### Close-up of the layout, run 1

The bar under the picture is 5 um long. Window x 13 to 33, y 22 to 42 um. Cells in grey, sequential cells in the stronger grey; small squares are vias.
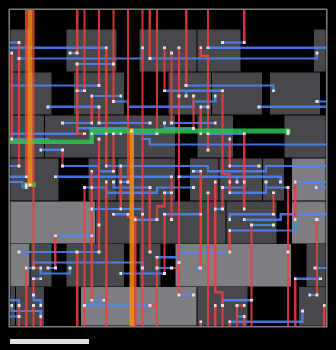
### Selected gate families, run 1

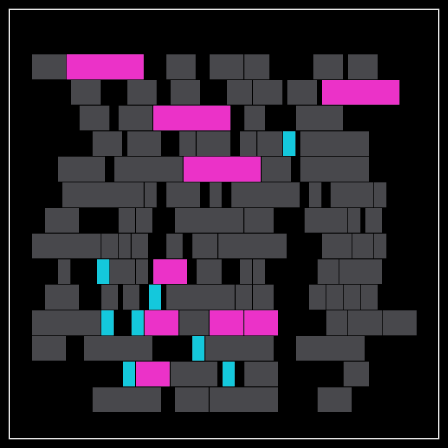
### Ports around the boundary, run 1

The bar under the picture is 10 um long. Pins as bars across the die edge, other pins in grey.
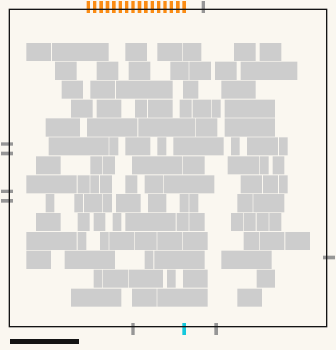
## config.mk

```make
export PLATFORM = sky130hd
export DESIGN_NAME = mux_tree_cfgchain
export DESIGN_NICKNAME = d
export VERILOG_FILES = /design/src/rtl/mux_tree_pkg.sv /design/src/rtl/mux_tree_cfgchain_sreg.sv /design/src/rtl/mux_tree_cfgchain.sv
export SDC_FILE = /design/constraint.sdc
export NUM_CORES = 1
export LEC_CHECK = 0
export CORE_MARGIN = 2
export CORE_UTILIZATION = 44
export CTS_BUF_LIST = sky130_fd_sc_hd__clkbuf_8 sky130_fd_sc_hd__clkbuf_16
export DETAILED_ROUTE_END_ITERATION = 7
export PLACE_DENSITY = 0.77
export SLEW_MARGIN = 5
export SYNTH_ARGS = -nofsm -noshare
export SYNTH_HDL_FRONTEND = slang
export SYNTH_HIERARCHICAL = 1
export SYNTH_SLANG_ARGS = --single-unit
```

## constraint.sdc

```tcl
create_clock -name prog_clk -period 1.9 [get_ports prog_clk]
set_clock_uncertainty 0.15 [all_clocks]
set_input_delay 0.38 -clock prog_clk [delete_from_list [all_inputs] [get_ports prog_clk]]
set_output_delay 0.38 -clock prog_clk [all_outputs]
set_load 0.02 [all_outputs]
```

## src/rtl/mux_tree_pkg.sv

```systemverilog
// ----------------------------------------------------------------------------
// mux_tree_pkg
// Shared definitions for the configurable mux-tree family.
//   sel_width(n)  : select code width able to encode n data legs plus one pad
//   CONST1        : value driven by the pad leaf (codes >= NUM_IN)
//   parity_even() : even-parity test used to qualify a configuration word
// ----------------------------------------------------------------------------
package mux_tree_pkg;

    localparam logic CONST1 = 1'b1;

    // Width of the binary select code: codes 0..n-1 pick a data leg, code n
    // (and anything above) picks the constant pad.
    function automatic int sel_width(input int n);
        return $clog2(n + 1);
    endfunction

    // Returns 1 when the word carries an even number of ones. Callers
    // zero-extend their vector to 32 bits, which does not change parity.
    function automatic logic parity_even(input logic [31:0] word);
        return ~(^word);
    endfunction

endpackage

```

## src/rtl/mux_tree_cfgchain_sreg.sv

```systemverilog
// ----------------------------------------------------------------------------
// mux_tree_cfgchain_sreg
// Serial configuration shadow register with a saturating shift counter.
//   prog_clk      : configuration clock
//   pReset        : synchronous active-high reset
//   cfg_shift_en  : shift ccff_head into the shadow this cycle
//   ccff_head     : serial data in (loaded MSB first)
//   cfg_commit    : commit attempt; restarts the shift count
//   shadow        : parallel view of the shadow register
//   count_full    : CHAIN_LEN shifts seen since reset / last commit attempt
//   ccff_tail     : serial data out (shadow MSB), feeds the next chain link
// ----------------------------------------------------------------------------
module mux_tree_cfgchain_sreg #(
    parameter int CHAIN_LEN = 5
) (
    input  logic                 prog_clk,
    input  logic                 pReset,
    input  logic                 cfg_shift_en,
    input  logic                 ccff_head,
    input  logic                 cfg_commit,
    output logic [CHAIN_LEN-1:0] shadow,
    output logic                 count_full,
    output logic                 ccff_tail
);

    localparam int                CNT_W   = $clog2(CHAIN_LEN + 1);
    localparam logic [CNT_W-1:0]  CNT_MAX = CNT_W'(CHAIN_LEN);

    logic [CHAIN_LEN-1:0] shadow_r;
    logic [CNT_W-1:0]     count_r;

    // Shadow shift register: new bit enters at the LSB, MSB leaves on ccff_tail.
    always_ff @(posedge prog_clk) begin
        if (pReset) begin
            shadow_r <= {CHAIN_LEN{1'b0}};
        end else if (cfg_shift_en) begin
            shadow_r <= {shadow_r[CHAIN_LEN-2:0], ccff_head};
        end else begin
            shadow_r <= shadow_r;
        end
    end

    // Shift counter: a commit clears it, but a shift in the same cycle is
    // counted after the clear, so shift+commit leaves a count of one.
    always_ff @(posedge prog_clk) begin
        if (pReset) begin
            count_r <= {CNT_W{1'b0}};
        end else if (cfg_commit) begin
            count_r <= cfg_shift_en ? CNT_W'(1) : {CNT_W{1'b0}};
        end else if (cfg_shift_en && (count_r != CNT_MAX)) begin
            count_r <= count_r + CNT_W'(1);
        end else begin
            count_r <= count_r;
        end
    end

    assign shadow     = shadow_r;
    assign count_full = (count_r == CNT_MAX);
    assign ccff_tail  = shadow_r[CHAIN_LEN-1];

endmodule

```

## src/rtl/mux_tree_cfgchain.sv

```systemverilog
// ----------------------------------------------------------------------------
// mux_tree_cfgchain
// NUM_IN-input binary-encoded routing mux with a constant-1 pad leaf and an
// integrated configuration chain (shadow register, commit to active code).
//   prog_clk      : configuration clock, all state on the rising edge
//   pReset        : synchronous active-high reset
//   cfg_shift_en  : shift ccff_head into the shadow register
//   ccff_head     : serial config data in
//   ccff_tail     : serial config data out (shadow MSB)
//   cfg_commit    : single-cycle strobe, copy shadow to the active code
//   in            : data inputs 0..NUM_IN-1
//   out           : selected data, combinational from active code and in
//   cfg_valid     : a commit has succeeded since reset
//   cfg_err       : sticky configuration error (cleared only by pReset)
// Build option MUX_CFG_PARITY_EN: chain grows by one even-parity bit held in
// shadow[SEL_W]; commits with odd overall parity are rejected.
// ----------------------------------------------------------------------------
module mux_tree_cfgchain
    import mux_tree_pkg::*;
#(
    parameter int NUM_IN = 16,
    parameter int SEL_W  = sel_width(NUM_IN)
) (
    input  logic              prog_clk,
    input  logic              pReset,
    input  logic              cfg_shift_en,
    input  logic              ccff_head,
    output logic              ccff_tail,
    input  logic              cfg_commit,
    input  logic [NUM_IN-1:0] in,
    output logic              out,
    output logic              cfg_valid,
    output logic              cfg_err
);

`ifdef MUX_CFG_PARITY_EN
    localparam int CHAIN_LEN = SEL_W + 1;
`else
    localparam int CHAIN_LEN = SEL_W;
`endif

    // Codes NUM_IN..2**SEL_W-1 all land on constant-1 pad leaves.
    localparam int               PAD_W      = (1 << SEL_W) - NUM_IN;
    localparam logic [SEL_W-1:0] RESET_CODE = SEL_W'(NUM_IN);

    logic [CHAIN_LEN-1:0]      shadow_s;
    logic                      count_full_s;
    logic                      commit_ok_s;
    logic [(1 << SEL_W)-1:0]   leaves_s;
    logic [SEL_W-1:0]          active_r;
    logic                      valid_r;
    logic                      err_r;

    mux_tree_cfgchain_sreg #(
        .CHAIN_LEN (CHAIN_LEN)
    ) u_sreg (
        .prog_clk     (prog_clk),
        .pReset       (pReset),
        .cfg_shift_en (cfg_shift_en),
        .ccff_head    (ccff_head),
        .cfg_commit   (cfg_commit),
        .shadow       (shadow_s),
        .count_full   (count_full_s),
        .ccff_tail    (ccff_tail)
    );

    // Commit qualification: a full chain load, plus even parity when built in.
    always_comb begin
        commit_ok_s = count_full_s;
`ifdef MUX_CFG_PARITY_EN
        commit_ok_s = count_full_s & parity_even(32'(shadow_s));
`endif
    end

    // Active code and status: a rejected commit holds the code and sets the
    // sticky error; only reset clears cfg_err.
    always_ff @(posedge prog_clk) begin
        if (pReset) begin
            active_r <= RESET_CODE;
            valid_r  <= 1'b0;
            err_r    <= 1'b0;
        end else if (cfg_commit && commit_ok_s) begin
            active_r <= shadow_s[SEL_W-1:0];
            valid_r  <= 1'b1;
            err_r    <= err_r;
        end else if (cfg_commit) begin
            active_r <= active_r;
            valid_r  <= valid_r;
            err_r    <= 1'b1;
        end else begin
            active_r <= active_r;
            valid_r  <= valid_r;
            err_r    <= err_r;
        end
    end

    // Leaf vector padded with constant-1 so every code has a defined leaf.
    assign leaves_s  = {{PAD_W{CONST1}}, in};
    assign out       = leaves_s[active_r];
    assign cfg_valid = valid_r;
    assign cfg_err   = err_r;

endmodule

```

==> flow_metrics.env, run 1 <==
# source this file to load flow results
export IMPL_worstRegToRegCells=5
export IMPL_sequential_cell_area_sq_um=304
export IMPL_warning_count=29
export IMPL_setup_tns_final_ps=-208
export IMPL_first_iter_violations=13
export IMPL_detailedPlace_worstSlack_ps=-655
export IMPL_worstSetupEndpointType="output pin"
export IMPL_placedCellCount=116
export IMPL_core_region_area_sq_mm=0.00156
export IMPL_routed_via_count=659
export IMPL_pg_clk_mw=0.253
export IMPL_violations="negative setup slack"
export IMPL_setup_slack_ps=-208
export IMPL_comb_cell_power_mw=0.0798
export IMPL_setup_viol=1
export IMPL_fin_crit_ps=2110
export IMPL_result_of_the_run="complete, but fails checks"
export IMPL_routed_wl_mm=1.66
export IMPL_postCtsSetupRepairBufs=0
export IMPL_groute_layer_met1_usage_pct=23.2
export IMPL_powerSeq_mw=0.325
export IMPL_row_count=14
Back to the opening pictures, 'Close-up of the layout':
layer	colour
metal 1	blue
metal 3	green
metal 4	orange
metal 2	red
sequential cells in the window	3
netlist names of flops here include	active_r (3)
most frequent	dlygate4sd2_1 (5), clkdlybuf4s50_1 (4)
cells with their middle in the window	29

Back to the opening pictures, 'Selected gate families':
family	colour	cells	most used
NOR gates	cyan	8	nor2_1
multiplexers	magenta	9	mux2i_1

Back to the opening pictures, 'Ports around the boundary':
port	colour	pins	direction	edge
ccff_tail	cyan	1	output	bottom
in	orange	16	input	top

### Routed metal per tile, run 1

The die is cut into 9 by 9 equal tiles; white is low, dark blue is high, scaled to the fullest tile. Values are wire area over tile area, all layers added.
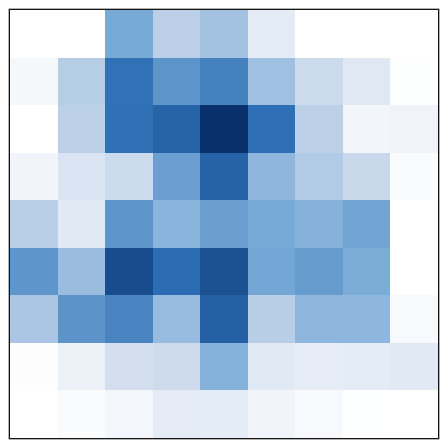

--- run 2 (diff from run 1) ---
PLACE_DENSITY = 0.86   (was 0.77)
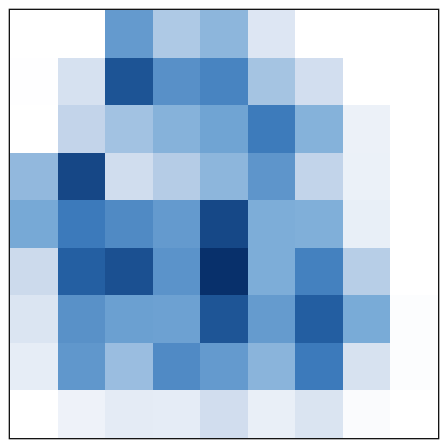
*Routed metal per tile, run 2*
The die is cut into 9 by 9 equal tiles; white is low, dark blue is high, scaled to the fullest tile. Values are wire area over tile area, all layers added.
nearly empty tiles	21%
mean over tiles	0.13
tiles over half the peak	35%

==> run 2 against run 1 <==
  * The run still ends with negative setup slack left
  * First-iteration DRC count is the same
  * Routed wire length grew 3.2%
  * Fmax grew 2.3%
  * Synthesized cell count is the same
  * Sequential share of layout area is essentially flat
  * Global-route usage grew 0.13 points
  * Largest cell class unchanged
  * Clock-buffer cell count is the same
  * Highest routed layer unchanged
  * Critical path type is now reg2out
  * Area after synthesis is the same
  * Core utilization shrank 0.080 points
  * Non-clock buffer count is the same
  * Total power grew 0.48%
  * Largest power group unchanged
==> flow_metrics.env, run 2 <==
# source this file to load flow results
export IMPL_setup_viol=1
export IMPL_worstSetupEndpointType="output pin"
export IMPL_postCtsSetupRepairBufs=0
export IMPL_groute_layer_met1_usage_pct=22.8
export IMPL_detailedPlace_worstSlack_ps=-671
export IMPL_sequential_cell_area_sq_um=304
export IMPL_first_iter_violations=13
export IMPL_powerSeq_mw=0.325
export IMPL_warning_count=29
export IMPL_row_count=14
export IMPL_placedCellCount=116
export IMPL_routed_wl_mm=1.72
export IMPL_result_of_the_run="complete, but fails checks"
export IMPL_core_region_area_sq_mm=0.00156
export IMPL_fin_crit_ps=2060
export IMPL_worstRegToRegCells=5
export IMPL_stdcell_area_sq_mm=0.00103
export IMPL_violations="negative setup slack"
export IMPL_setup_slack_ps=-161
export IMPL_setup_tns_final_ps=-161
export IMPL_comb_cell_power_mw=0.0779
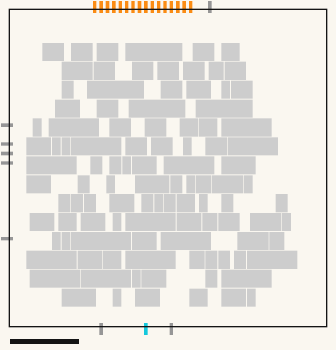
*Ports around the boundary, run 2*
The bar under the picture is 10 um long. Pins as bars across the die edge, other pins in grey.
port	colour	pins	direction	edge
ccff_tail	cyan	1	output	bottom
in	orange	16	input	top

Power and IR drop assume default switching activity.
